==> src/rtl/uart_frame_pkg.sv <==
// Shared types and default sizing for the UART frame echo buffer.
// Optional build macro: FRAME_XOR_EN adds the S_KEY state (XOR key byte).
package uart_frame_pkg;

  localparam int DEF_DATA_W = 8;
  localparam int DEF_DEPTH  = 100;
  localparam int DEF_LEN_W  = 8;

  typedef enum logic [2:0] {
    S_IDLE,
`ifdef FRAME_XOR_EN
    S_KEY,
`endif
    S_DATA,
    S_TX_LOAD,
    S_TX_WAIT_HI,
    S_TX_WAIT_LO
  } state_e;

endpackage

==> src/rtl/frame_ram.sv <==
// Payload store: synchronous write, combinational read, DEPTH x DATA_W.
module frame_ram #(
  parameter int DATA_W = 8,
  parameter int DEPTH  = 100,
  parameter int ADDR_W = 7
) (
  input  logic              clk_i,
  input  logic              we_i,
  input  logic [ADDR_W-1:0] waddr_i,
  input  logic [DATA_W-1:0] wdata_i,
  input  logic [ADDR_W-1:0] raddr_i,
  output logic [DATA_W-1:0] rdata_o
);

  logic [DATA_W-1:0] mem [DEPTH];

  always_ff @(posedge clk_i) begin
    if (we_i) mem[waddr_i] <= wdata_i;
  end

  assign rdata_o = mem[raddr_i];

endmodule

==> src/rtl/uart_frame_buffer.sv <==
// Receives a length-prefixed frame from a UART receiver and echoes it to a sender.
// Optional build macro: FRAME_XOR_EN (key byte after length, echoed bytes XORed with it).
module uart_frame_buffer
  import uart_frame_pkg::*;
#(
  parameter int DATA_W = DEF_DATA_W,
  parameter int DEPTH  = DEF_DEPTH,
  parameter int LEN_W  = DEF_LEN_W
) (
  input  logic              Clk_100M,
  input  logic              Reset,
  input  logic              Reverse,
  input  logic [DATA_W-1:0] Rx_Data,
  input  logic              Rx_Ready,
  output logic              Rx_Ack,
  output logic [DATA_W-1:0] Tx_Data,
  output logic              Tx_Send,
  input  logic              Tx_Busy,
  output logic              Frame_Err,
  output logic              Overrun,
  output logic [LEN_W-1:0]  Frame_Cnt,
  output logic              Busy
);

  localparam int ADDR_W = (DEPTH > 1) ? $clog2(DEPTH) : 1;

  state_e            state_q, state_d;
  logic [LEN_W-1:0]  idx_q, idx_d, len_q, len_d, fcnt_q, fcnt_d;
  logic              rev_q, rev_d, rx_prev_q, ack_q, ack_d;
  logic              tx_send_q, tx_send_d, ferr_q, ferr_d, ovr_q, ovr_d;
  logic [DATA_W-1:0] tx_data_q, tx_data_d, rd_data, key;
  logic [ADDR_W-1:0] rd_addr;
  logic [LEN_W-1:0]  idx_inc;
  logic              accept, we;

`ifdef FRAME_XOR_EN
  logic [DATA_W-1:0] key_q, key_d;
  assign key = key_q;
`else
  assign key = '0;
`endif

  // A byte counts only on the first cycle Rx_Ready is seen high.
  assign accept  = Rx_Ready & ~rx_prev_q;
  assign idx_inc = idx_q + LEN_W'(1);
  assign rd_addr = rev_q ? (len_q[ADDR_W-1:0] - ADDR_W'(1) - idx_q[ADDR_W-1:0])
                         : idx_q[ADDR_W-1:0];

  frame_ram #(
    .DATA_W(DATA_W),
    .DEPTH (DEPTH),
    .ADDR_W(ADDR_W)
  ) u_ram (
    .clk_i  (Clk_100M),
    .we_i   (we),
    .waddr_i(idx_q[ADDR_W-1:0]),
    .wdata_i(Rx_Data),
    .raddr_i(rd_addr),
    .rdata_o(rd_data)
  );

  always_ff @(posedge Clk_100M or posedge Reset) begin
    if (Reset) begin
      state_q   <= S_IDLE;
      idx_q     <= '0;
      len_q     <= '0;
      rev_q     <= 1'b0;
      rx_prev_q <= 1'b0;
      ack_q     <= 1'b0;
      tx_data_q <= '0;
      tx_send_q <= 1'b0;
      ferr_q    <= 1'b0;
      ovr_q     <= 1'b0;
      fcnt_q    <= '0;
`ifdef FRAME_XOR_EN
      key_q     <= '0;
`endif
    end else begin
      state_q   <= state_d;
      idx_q     <= idx_d;
      len_q     <= len_d;
      rev_q     <= rev_d;
      rx_prev_q <= Rx_Ready;
      ack_q     <= ack_d;
      tx_data_q <= tx_data_d;
      tx_send_q <= tx_send_d;
      ferr_q    <= ferr_d;
      ovr_q     <= ovr_d;
      fcnt_q    <= fcnt_d;
`ifdef FRAME_XOR_EN
      key_q     <= key_d;
`endif
    end
  end

  always_comb begin
    state_d   = state_q;
    idx_d     = idx_q;
    len_d     = len_q;
    rev_d     = rev_q;
    tx_data_d = tx_data_q;
    tx_send_d = 1'b0;
    ferr_d    = 1'b0;
    ovr_d     = 1'b0;
    fcnt_d    = fcnt_q;
    we        = 1'b0;
    ack_d     = accept | (ack_q & Rx_Ready);
`ifdef FRAME_XOR_EN
    key_d     = key_q;
`endif
    case (state_q)
      S_IDLE: begin
        if (accept) begin
          if (Rx_Data == '0 || int'(Rx_Data) > DEPTH) begin
            ferr_d = 1'b1;
          end else begin
            len_d = LEN_W'(Rx_Data);
            rev_d = Reverse;
            idx_d = '0;
`ifdef FRAME_XOR_EN
            state_d = S_KEY;
`else
            state_d = S_DATA;
`endif
          end
        end
      end
`ifdef FRAME_XOR_EN
      S_KEY: begin
        if (accept) begin
          key_d   = Rx_Data;
          state_d = S_DATA;
        end
      end
`endif
      S_DATA: begin
        if (accept) begin
          we = 1'b1;
          if (idx_inc == len_q) begin
            idx_d   = '0;
            state_d = S_TX_LOAD;
          end else begin
            idx_d = idx_inc;
          end
        end
      end
      S_TX_LOAD: begin
        if (!Tx_Busy) begin
          tx_data_d = rd_data ^ key;
          tx_send_d = 1'b1;
          state_d   = S_TX_WAIT_HI;
        end
      end
      S_TX_WAIT_HI: begin
        if (Tx_Busy) state_d = S_TX_WAIT_LO;
      end
      S_TX_WAIT_LO: begin
        if (!Tx_Busy) begin
          if (idx_inc == len_q) begin
            idx_d   = '0;
            fcnt_d  = fcnt_q + LEN_W'(1);
            state_d = S_IDLE;
          end else begin
            idx_d   = idx_inc;
            state_d = S_TX_LOAD;
          end
        end
      end
      default: state_d = S_IDLE;
    endcase
    // Bytes arriving while echoing are acknowledged but dropped.
    if (accept && (state_q == S_TX_LOAD || state_q == S_TX_WAIT_HI ||
                   state_q == S_TX_WAIT_LO))
      ovr_d = 1'b1;
  end

  assign Rx_Ack    = ack_q;
  assign Tx_Data   = tx_data_q;
  assign Tx_Send   = tx_send_q;
  assign Frame_Err = ferr_q;
  assign Overrun   = ovr_q;
  assign Frame_Cnt = fcnt_q;
  assign Busy      = (state_q != S_IDLE);

endmodule

==> config.mk <==
export PLATFORM = sky130hd
export DESIGN_NAME = uart_frame_buffer
export DESIGN_NICKNAME = d
export VERILOG_FILES = /design/src/rtl/uart_frame_pkg.sv /design/src/rtl/frame_ram.sv /design/src/rtl/uart_frame_buffer.sv
export SDC_FILE = /design/constraint.sdc
export NUM_CORES = 1
export LEC_CHECK = 0
export CAP_MARGIN = 20
export CORE_UTILIZATION = 45
export CTS_CLUSTER_DIAMETER = 50
export CTS_CLUSTER_SIZE = 16
export DETAILED_ROUTE_END_ITERATION = 6
export PLACE_DENSITY = 0.56
export SYNTH_ARGS = -nofsm -noshare
export SYNTH_HDL_FRONTEND = slang
export SYNTH_SLANG_ARGS = --single-unit
==> constraint.sdc <==
create_clock -name Clk_100M -period 6.55 [get_ports Clk_100M]
set_input_delay 0.655 -clock Clk_100M [delete_from_list [all_inputs] [get_ports Clk_100M]]
set_output_delay 0.655 -clock Clk_100M [all_outputs]
set_load 0.1 [all_outputs]
Metal layers overlaid:
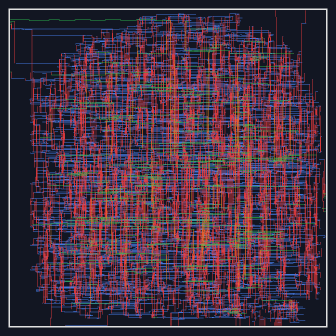
Key: green = M3 [wire length 5980 µm]; red = M2 [wire length 45.3 mm]; blue = M1 [wire length 41.0 mm]; orange = M4 [wire length 2500 µm]
GRT Resource Usage Total: 24.25%
via count: 21080
per-cell routed wire length: 26.23 µm
wire length after detailed routing: 94.74 mm

Routed clock nets over the placement:
Bar = 100 µm.
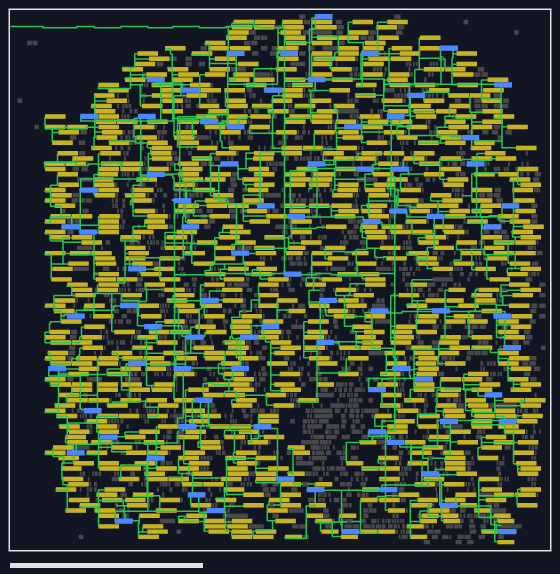
Key: green = clock wires [length 9860 µm]; yellow = flip-flops [count 841]; blue = clock-net drivers [count 81]
Position of the flops: spread over the die.
clock share of power: 26.2%
Skew-Pair Late Insertion Delay: 0.64 ns

The clock network:
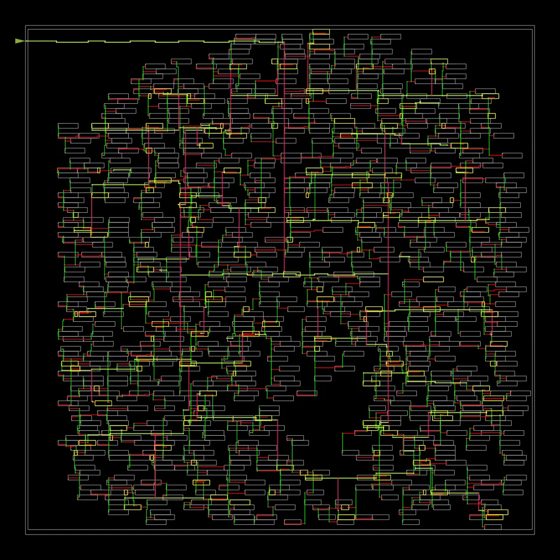
final worst clock skew: 0.01539 ns
number of clock buffers in the layout: 92
clk sinks: 841
Clock group: 4.90 mW

Selected gate families:
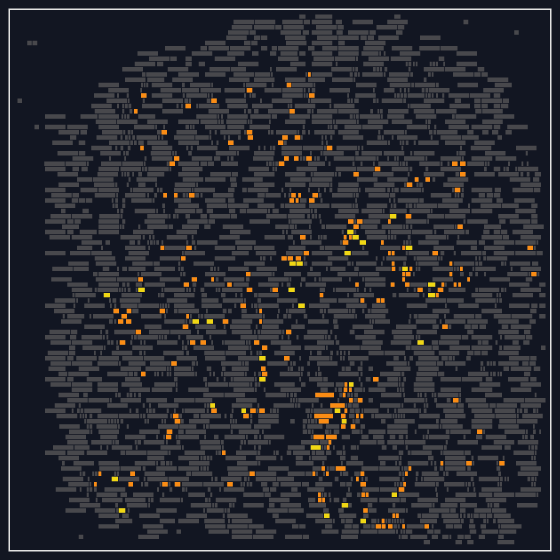
Key: yellow = non-inverting ao/oa cells [cells 32, most used a311o_1]; orange = aoi and oai cells [cells 190, most used a311oi_1]
multi-input logic portion of the cell area: 22.88%
highest-count logic cell in the final layout: sky130_fd_sc_hd__edfxtp_1
Final Non-Filler Cells: 3612

Wires at chosen ports, followed through buffers:
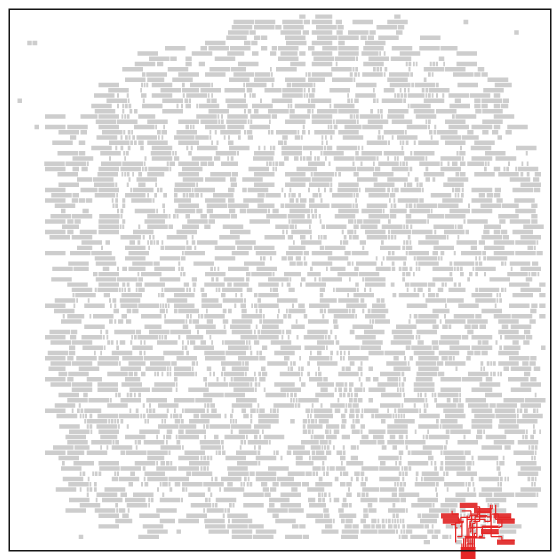
Key: red = `Frame_Cnt` [bits 8, direction output, edge bottom, end cells 8, buffers 8, wire 337 µm]
IO buf count: 33
IO Pins: 34

==> flow_metrics.tcl <==
# flow metrics
set metrics [dict create \
    outcome "finished, final reports clean" \
    antenna_found_initial 0 \
    chipHeight_um 279.5 \
    worst-endpoint-arrival_ns 5.59 \
    timing_hold_violations_final 0 \
    cts_setup_buffers 0 \
    tap_cells 1030 \
    synth.cellmix.xorXnorShare_pct 0.5812 \
    die_x_um 279.5 \
    final-setup-viol-count 0 \
    adder_area_share_pct 0.3466 \
    max_flop_register "u_ram.mem" \
    max-vdd-ir-drop_mv 0.4488 \
    crit_path_end_kind "flip-flop" \
    critical-path-slowest-cell "sky130_fd_sc_hd__nor4_1" \
    finalClockPeriodUsage_pct 76.49 \
    p_sw_share_pct 40.56 \
    multiInputCombCellCount 1497 \
    power.density_cell_area_nw_per_um2 481.1 \
    crit_path_setup_slack_layout_ns 1.540 \
    p_leak_nw 13.30 \
    synth-async-reset-ratio_pct 4.875 \
    power-top-group "combinational cells" \
    openroad.warnings 30 \
    final-max-slew-violation-count 0 \
    post_synth_and_or_nand_nor_area_fraction_pct 13.11 \
    tightestPinTransition_ns 1.184 \
    clk_transition_reported_paths_ns 0.07 \
]
per-layer routing:
metal	up-vias	part of all wire [%]
li1	9393	-
met5	-	0
met1	10730	43
met3	144	6.3
met4	0	2.6
met2	814	48
how the worst max path moves through the flow:
stage	endpoint	slack, ns	cells past startpoint
after floorplan	Tx_Data[2]$_DFFE_PP0P_	3.39	12
after global placement	Tx_Data[4]$_DFFE_PP0P_	1.69	13
after detailed placement	Tx_Data[4]$_DFFE_PP0P_	1.66	13
after CTS	Tx_Data[4]$_DFFE_PP0P_	1.62	13
after global routing	Tx_Data[2]$_DFFE_PP0P_	1.37	13
final	Tx_Data[4]$_DFFE_PP0P_	1.54	13
stage by stage:
stage                     std cells  hold slack [ns]  instance area [µm²]  power, mW
after global routing           3612           0.2590                38800      19.41
after floorplan                2514           0.4198                34660      11.20
final                          3612           0.2268                38800      18.66
after global placement         3461           0.4346                35980      13.80
after CTS                      3610           0.3851                38770      18.73
after detailed placement       3462           0.4439                36010      13.86
cell usage after synthesis (20+ instances only):
cell type / instances / share of area, %
sky130_fd_sc_hd__a311oi_1: 65 / 1.6
sky130_fd_sc_hd__dfrtp_1: 41 / 3.0
sky130_fd_sc_hd__nand2_1: 595 / 6.4
sky130_fd_sc_hd__and3_1: 54 / 0.97
sky130_fd_sc_hd__mux4_2: 20 / 1.3
sky130_fd_sc_hd__buf_2: 81 / 1.2
sky130_fd_sc_hd__o21ai_0: 20 / 0.29
sky130_fd_sc_hd__edfxtp_1: 800 / 69
sky130_fd_sc_hd__a21oi_1: 30 / 0.43
sky130_fd_sc_hd__clkbuf_1: 52 / 0.56
sky130_fd_sc_hd__nor2_1: 129 / 1.4
sky130_fd_sc_hd__mux2i_1: 157 / 4.5
sky130_fd_sc_hd__nand3_1: 209 / 3.0
Power and IR drop assume default switching activity.
